## src/rtl/rrg_pkg.sv

```systemverilog
// Shared codes, status encodings and FSM state encoding for the ramp/rate
// generator parameter loader.
package rrg_pkg;

    localparam logic [15:0] RRG_CODE_IDLE   = 16'd0;
    localparam logic [15:0] RRG_CODE_Y      = 16'd1;
    localparam logic [15:0] RRG_CODE_R      = 16'd2;
    localparam logic [15:0] RRG_CODE_RI     = 16'd3;
    localparam logic [15:0] RRG_CODE_RO     = 16'd4;
    localparam logic [15:0] RRG_CODE_COMMIT = 16'd5;

    localparam logic [1:0] RRG_ST_OK        = 2'b00;
    localparam logic [1:0] RRG_ST_PARAM_ERR = 2'b01;
    localparam logic [1:0] RRG_ST_ABORTED   = 2'b10;

    typedef enum logic [2:0] {
        S_IDLE     = 3'd0,
        S_LD_Y     = 3'd1,
        S_LD_R     = 3'd2,
        S_LD_RI    = 3'd3,
        S_LD_RO    = 3'd4,
        S_COMMIT   = 3'd5,
        S_GAP      = 3'd6,
        S_DONE_ERR = 3'd7
    } rrg_state_e;

    // A set is unusable when the rate increment is negative or the decrement is not positive.
    function automatic logic rrg_params_bad(input logic riset_msb, input logic [63:0] roset);
        return riset_msb | roset[63] | (roset == 64'd0);
    endfunction

endpackage

```

## src/rtl/rrg_pulse_gen.sv

```systemverilog
// Free-running timepulse strobe: one-cycle pulse every PULSE_DIV enabled cycles,
// restarting from zero whenever the enable drops.
module rrg_pulse_gen
#(
    parameter int PULSE_DIV = 100
)(
    input  logic i_clk,
    input  logic i_rst,
    input  logic i_en,
    output logic o_pulse
);

    localparam int CW = (PULSE_DIV > 1) ? $clog2(PULSE_DIV) : 1;

    logic [CW-1:0] r_cnt;
    logic          r_pulse;

    // Divider counter; the strobe is registered in the same edge the counter wraps.
    always_ff @(posedge i_clk or posedge i_rst) begin
        if (i_rst) begin
            r_cnt   <= '0;
            r_pulse <= 1'b0;
        end else if (!i_en) begin
            r_cnt   <= '0;
            r_pulse <= 1'b0;
        end else if (r_cnt == CW'(PULSE_DIV - 1)) begin
            r_cnt   <= '0;
            r_pulse <= 1'b1;
        end else begin
            r_cnt   <= r_cnt + CW'(1);
            r_pulse <= 1'b0;
        end
    end

    assign o_pulse = r_pulse;

endmodule

```

## src/rtl/rrg_param_loader.sv

```systemverilog
// Loads one ramp parameter set into the generator by walking codes 1..5 then 0
// on reg_control, holding each code/data word for HOLD_CYCLES clocks.
module rrg_param_loader
    import rrg_pkg::*;
#(
    parameter int HOLD_CYCLES = 8,
    parameter int PULSE_DIV   = 100
)(
    input  logic        clk,
    input  logic        Reset,
    input  logic        cmd_valid,
    output logic        cmd_ready,
    input  logic [63:0] cmd_yset,
    input  logic [63:0] cmd_rset,
    input  logic [63:0] cmd_riset,
    input  logic [63:0] cmd_roset,
    input  logic        cmd_abort,
    output logic [15:0] reg_control,
    output logic [15:0] reg_0,
    output logic [15:0] reg_1,
    output logic [15:0] reg_2,
    output logic [15:0] reg_3,
    output logic        busy,
    output logic        done,
    output logic [1:0]  status,
    input  logic        pulse_en,
    output logic        timepulse
);

    localparam int HOLD_W = (HOLD_CYCLES > 1) ? $clog2(HOLD_CYCLES) : 1;

    rrg_state_e        r_state;
    logic [HOLD_W-1:0] r_hold;
    logic [15:0]       r_code;
    logic [63:0]       r_data;
    logic              r_busy;
    logic              r_done;
    logic [1:0]        r_status;
    logic              r_aborted;
    logic [63:0]       r_rset;
    logic [63:0]       r_riset;
    logic [63:0]       r_roset;

    logic              w_hold_last;
    rrg_state_e        w_adv_state;
    logic [15:0]       w_adv_code;
    logic [63:0]       w_adv_data;

    assign w_hold_last = (r_hold == HOLD_W'(HOLD_CYCLES - 1));

    // Where each hold-timed state goes when its hold window expires, and what it then drives.
    always_comb begin
        w_adv_state = S_IDLE;
        w_adv_code  = RRG_CODE_IDLE;
        w_adv_data  = 64'd0;
        case (r_state)
            S_LD_Y: begin
                w_adv_state = S_LD_R;
                w_adv_code  = RRG_CODE_R;
                w_adv_data  = r_rset;
            end
            S_LD_R: begin
                w_adv_state = S_LD_RI;
                w_adv_code  = RRG_CODE_RI;
                w_adv_data  = r_riset;
            end
            S_LD_RI: begin
                w_adv_state = S_LD_RO;
                w_adv_code  = RRG_CODE_RO;
                w_adv_data  = r_roset;
            end
            S_LD_RO: begin
                w_adv_state = S_COMMIT;
                w_adv_code  = RRG_CODE_COMMIT;
                w_adv_data  = r_data;
            end
            S_COMMIT: begin
                w_adv_state = S_GAP;
                w_adv_code  = RRG_CODE_IDLE;
                w_adv_data  = 64'd0;
            end
            default: begin
                w_adv_state = S_IDLE;
                w_adv_code  = RRG_CODE_IDLE;
                w_adv_data  = 64'd0;
            end
        endcase
    end

    // Load sequencer FSM with registered code/data/handshake outputs.
    always_ff @(posedge clk or posedge Reset) begin
        if (Reset) begin
            r_state   <= S_IDLE;
            r_hold    <= '0;
            r_code    <= RRG_CODE_IDLE;
            r_data    <= 64'd0;
            r_busy    <= 1'b0;
            r_done    <= 1'b0;
            r_status  <= RRG_ST_OK;
            r_aborted <= 1'b0;
            r_rset    <= 64'd0;
            r_riset   <= 64'd0;
            r_roset   <= 64'd0;
        end else begin
            r_done   <= 1'b0;
            r_status <= RRG_ST_OK;
            case (r_state)
                S_IDLE: begin
                    if (cmd_valid) begin
                        // yset goes straight into the data register, which holds it through LD_Y.
                        r_rset    <= cmd_rset;
                        r_riset   <= cmd_riset;
                        r_roset   <= cmd_roset;
                        r_hold    <= '0;
                        r_aborted <= 1'b0;
                        r_busy    <= 1'b1;
                        if (rrg_params_bad(cmd_riset[63], cmd_roset)) begin
                            r_state  <= S_DONE_ERR;
                            r_done   <= 1'b1;
                            r_status <= RRG_ST_PARAM_ERR;
                        end else begin
                            r_state <= S_LD_Y;
                            r_code  <= RRG_CODE_Y;
                            r_data  <= cmd_yset;
                        end
                    end
                end
                S_LD_Y, S_LD_R, S_LD_RI, S_LD_RO: begin
                    if (cmd_abort) begin
                        r_state   <= S_GAP;
                        r_hold    <= '0;
                        r_aborted <= 1'b1;
                        r_code    <= RRG_CODE_IDLE;
                        r_data    <= 64'd0;
                    end else if (w_hold_last) begin
                        r_state <= w_adv_state;
                        r_hold  <= '0;
                        r_code  <= w_adv_code;
                        r_data  <= w_adv_data;
                    end else begin
                        r_hold <= r_hold + HOLD_W'(1);
                    end
                end
                S_COMMIT: begin
                    if (w_hold_last) begin
                        r_state <= w_adv_state;
                        r_hold  <= '0;
                        r_code  <= w_adv_code;
                        r_data  <= w_adv_data;
                    end else begin
                        r_hold <= r_hold + HOLD_W'(1);
                    end
                end
                S_GAP: begin
                    if (w_hold_last) begin
                        r_state  <= S_IDLE;
                        r_hold   <= '0;
                        r_busy   <= 1'b0;
                        r_done   <= 1'b1;
                        r_status <= r_aborted ? RRG_ST_ABORTED : RRG_ST_OK;
                    end else begin
                        r_hold <= r_hold + HOLD_W'(1);
                    end
                end
                S_DONE_ERR: begin
                    r_state <= S_IDLE;
                    r_busy  <= 1'b0;
                end
                default: begin
                    r_state <= S_IDLE;
                    r_hold  <= '0;
                    r_busy  <= 1'b0;
                    r_code  <= RRG_CODE_IDLE;
                    r_data  <= 64'd0;
                end
            endcase
        end
    end

    assign cmd_ready   = (r_state == S_IDLE) && !Reset;
    assign reg_control = r_code;
    assign reg_0       = r_data[15:0];
    assign reg_1       = r_data[31:16];
    assign reg_2       = r_data[47:32];
    assign reg_3       = r_data[63:48];
    assign busy        = r_busy;
    assign done        = r_done;
    assign status      = r_status;

    rrg_pulse_gen #(
        .PULSE_DIV (PULSE_DIV)
    ) u_pulse (
        .i_clk   (clk),
        .i_rst   (Reset),
        .i_en    (pulse_en),
        .o_pulse (timepulse)
    );

endmodule

```

## config.mk

```make
export PLATFORM = sky130hd
export DESIGN_NAME = rrg_param_loader
export DESIGN_NICKNAME = d
export VERILOG_FILES = /design/src/rtl/rrg_pkg.sv /design/src/rtl/rrg_pulse_gen.sv /design/src/rtl/rrg_param_loader.sv
export SDC_FILE = /design/constraint.sdc
export NUM_CORES = 1
export LEC_CHECK = 0
export ABC_AREA = 1
export CAP_MARGIN = 20
export CORE_UTILIZATION = 35
export CTS_CLUSTER_DIAMETER = 50
export DETAILED_ROUTE_END_ITERATION = 7
export HOLD_SLACK_MARGIN = 0.02
export PLACE_DENSITY = 0.7
export SLEW_MARGIN = 20
export SYNTH_ARGS = -nofsm -noshare
export SYNTH_HDL_FRONTEND = slang
export SYNTH_SLANG_ARGS = --single-unit
export TNS_END_PERCENT = 5
```

## constraint.sdc

```tcl
create_clock -name clk -period 31.2 [get_ports clk]
set_input_delay 6.24 -clock clk [delete_from_list [all_inputs] [get_ports clk]]
set_output_delay 6.24 -clock clk [all_outputs]
set_load 0.05 [all_outputs]
```

### Nets reached from selected ports

Scale: 2 px per um.
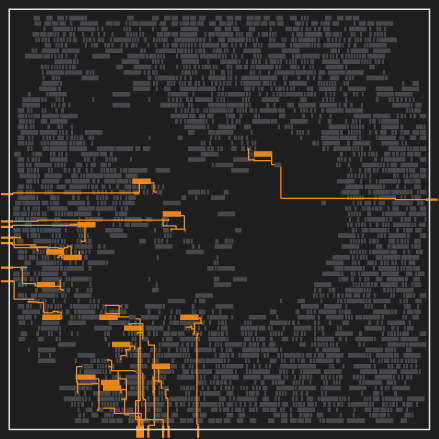
legend:
  orange:
    port: `reg_3`
    bits: 16
    direction: output
    edge: 8 bottom, 7 left, 1 right
    end_cells: 16
    buffers: 16
    wire: 1080 um
Ports: 347
Port Buf Inserts: 346

### Track usage over the die

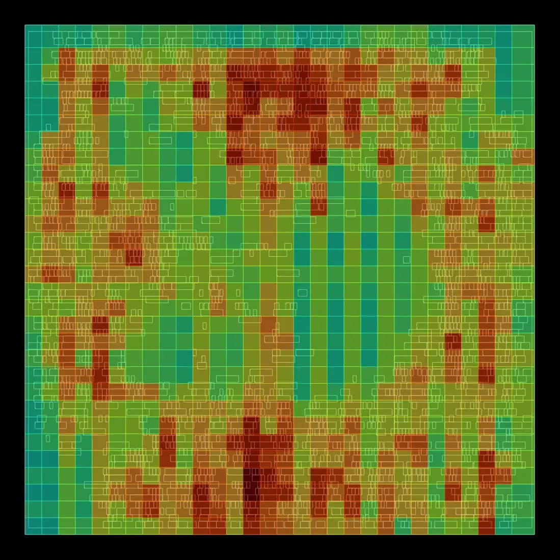
wire length per cell: 16.8 um
global routing usage on met1: 29.3%

==> flow_metrics.py <==
# Generated from Yosys and OpenROAD reports
metrics = {
    "final_timing": {
        "fmax_mhz": 71.7,
        "fin_ws_ps": 17250,
        "rsz0062_at_grt": "false",
        "fin_crit_ps": 13950,
        "setup_viol": 0,
        "finalHoldViolCount": 0,
        "relSlewSlack_pct": 17.6,
        "post-route-period-util_pct": 44.7,
    },
    "die": {
        "floorplan.core_util_pct": 35.7,
        "num_rows": 75,
        "fp.dieW_um": 209,
        "die_area_mm2": 0.0438,
        "core_mm2": 0.0422,
    },
    "final_layout": {
        "logic_area_mm2": 0.00641,
        "finalNonFillerCells": 3002,
        "flop_area_mm2": 0.00728,
        "fin_nets": 2689,
        "fin_util_pct": 48.0,
        "fillCellCount": 4076,
        "drive_above_1_share_pct": 4.03,
        "layout_top_cells": "nand2_1, clkdlybuf4s50_1, dfrtp_1",
        "lay_top_count": "nand2_1",
    },
    "worst_setup_path": {
        "r2r_cells": 9,
        "cp_common_cell": "clkdlybuf4s50_1",
        "rrSetupSlack_ps": 27770,
        "cp.required_ps": 24960,
        "start_kind": "input port",
        "arrival_ps": 7710,
        "crit_path_end_kind": "output pin",
        "r2r-start": "r_state[1]",
        "crit_slowest_cell": "clkdlybuf4s50_1",
        "critPathMaxFanout": 2,
        "worst_path_largest_cell_delay_ps": 810,
        "path_class": "in2out",
    },
    "route": {
        "avgViaCountPerCell": 4.92,
        "vias": 14776,
        "dr.pass1.iters": 5,
        "drtIter0Drc": 1250,
        "drt-total-wl_mm": 50.4,
        "ant_nets": 0,
        "drc": 0,
    },
    "yosys": {
        "syn_inst": 2150,
        "edf_count": 0,
        "largest_area_cell": "dfrtp_1",
        "ys_area_mm2": 0.0151,
        "area_leaders": "dfrtp_1, nand2_1, nor2_1",
        "avgSynthCellArea_um2": 7.00,
        "yosys.area_share.simple_pct": 31.5,
        "synth_area_mm2": 0.0151,
        "ys_cells": 2150,
        "synthAdderAreaFrac_pct": 0.249,
        "async_flop_share_pct": 100,
        "top_area_share_pct": 48.4,
        "ys_ff": 291,
        "synthAoiAreaFrac_pct": 10.3,
        "xor_area_share_pct": 0.116,
        "ys_types": 31,
        "topCombFamilyByArea": "simple AND/OR/NAND/NOR gates",
        "floorplan.nets": 2414,
        "ys_sh_mux_pct": 0,
        "ys_top_cells_by_count": "nand2_1, dfrtp_1, nor2_1, inv_1, o21ai_0",
    },
    "placed_design": {
        "hpwl_mm": 30.6,
        "pre_cts_ws_ps": 17230,
        "dp_cells": 2917,
        "gp_congestion": 0.826,
    },
    "pwr": {
        "vdd_ir_drop_max_uv": 54.3,
        "power_density_mw_per_mm2": 95.7,
        "power_leakage_uw": 0.00943,
    },
    "clock_tree": {
        "cts_setup_buffers": 0,
        "cts.path.max_buffers": 3,
        "clkTransAtPathRegs_ps": 50,
        "htreeDepth": 2,
        "tritoncts": "yes",
        "cts_root_buf": "clkbuf_16",
        "clkSinkCount": 291,
        "clk_latency_ps": 550,
    },
    "min_path": {
        "hold_path_end": "r_riset[58]",
        "hp-class": "reg2reg",
        "min_path_cells": 2,
        "min-delay-start": "r_riset[58]",
    },
    "grt": {
        "grt_max_degree": 169,
        "overflow": 0,
        "track_usage_pct": 23.0,
        "grt_pass1_wl_mm": 79.6,
        "grt_pass1_vias": 14688,
        "antenna_found_initial": 10,
    },
    "status": {
        "status": "completed",
    },
    "job": {
        "cap_violations": 0,
        "tool_warnings": 38,
    },
}
==> layout make-up <==
type,count,share of cell area [%]
Timing Repair Buffer,359,17.9
Multi-Input combinational cell,1515,31.6
Inverter,216,4.05
Clock buffer,57,6.03
Clock inverter,17,1.06
Sequential cell,291,35.9
Antenna cell,8,0.0988
Tap cell,539,3.33
==> flip-flops by register name (all words and copies together) (netlist names) <==
name	cells
busy	1
done	1
r_aborted	1
r_data	64
r_hold	3
r_riset	64
r_roset	64
r_rset	64
r_state	3
reg_control	16
status	2
u_pulse.o_pulse	1
u_pulse.r_cnt	7
==> stage by stage <==
step / power, uW / area, um^2 / hold slack [ps]
4_1_cts: 1950 / 20200 / 472
6_report: 1940 / 20300 / 470
3_5_place_dp: 1450 / 18700 / 458
5_1_grt: 2080 / 20300 / 487
2_1_floorplan: 1190 / 15100 / 433
3_3_place_gp: 1420 / 18700 / 445
==> where the power goes <==
part / switching (uW) / total (uW) / internal (uW) / leakage, uW
registers: 84.0 / 623 / 539 / 0.00366
clock network: 182 / 490 / 308 / 0.000702
logic: 563 / 826 / 263 / 0.00506
total: 829 / 1940 / 1110 / 0.00943
==> worst max path at each step <==
stage                     cells after the start  startpoint        end  slack (ps)
after CTS                                     3       Reset  cmd_ready       17240
final                                         3       Reset  cmd_ready       17250
after global routing                          3       Reset  cmd_ready       17230
after global placement                        3       Reset  cmd_ready       17200
after detailed placement                      3       Reset  cmd_ready       17230
after floorplan                               1       Reset       busy       16930
==> per-layer routing <==
metal	part of all wire [%]	up-vias	GRT usage [%]
met5	0.060	-	0
met4	3.9	4	10.9
met3	6.3	105	4.50
met2	47	451	37.6
met1	43	7018	29.3
li1	-	7198	-
==> worst max-delay path, delay by kind of cell <==
kind / cells / cell delay [ps]
buffers and inverters: 2 / 1320
AND/OR/NAND/NOR: 1 / 150
No activity file was given, so power comes from the tool's default toggle rates.
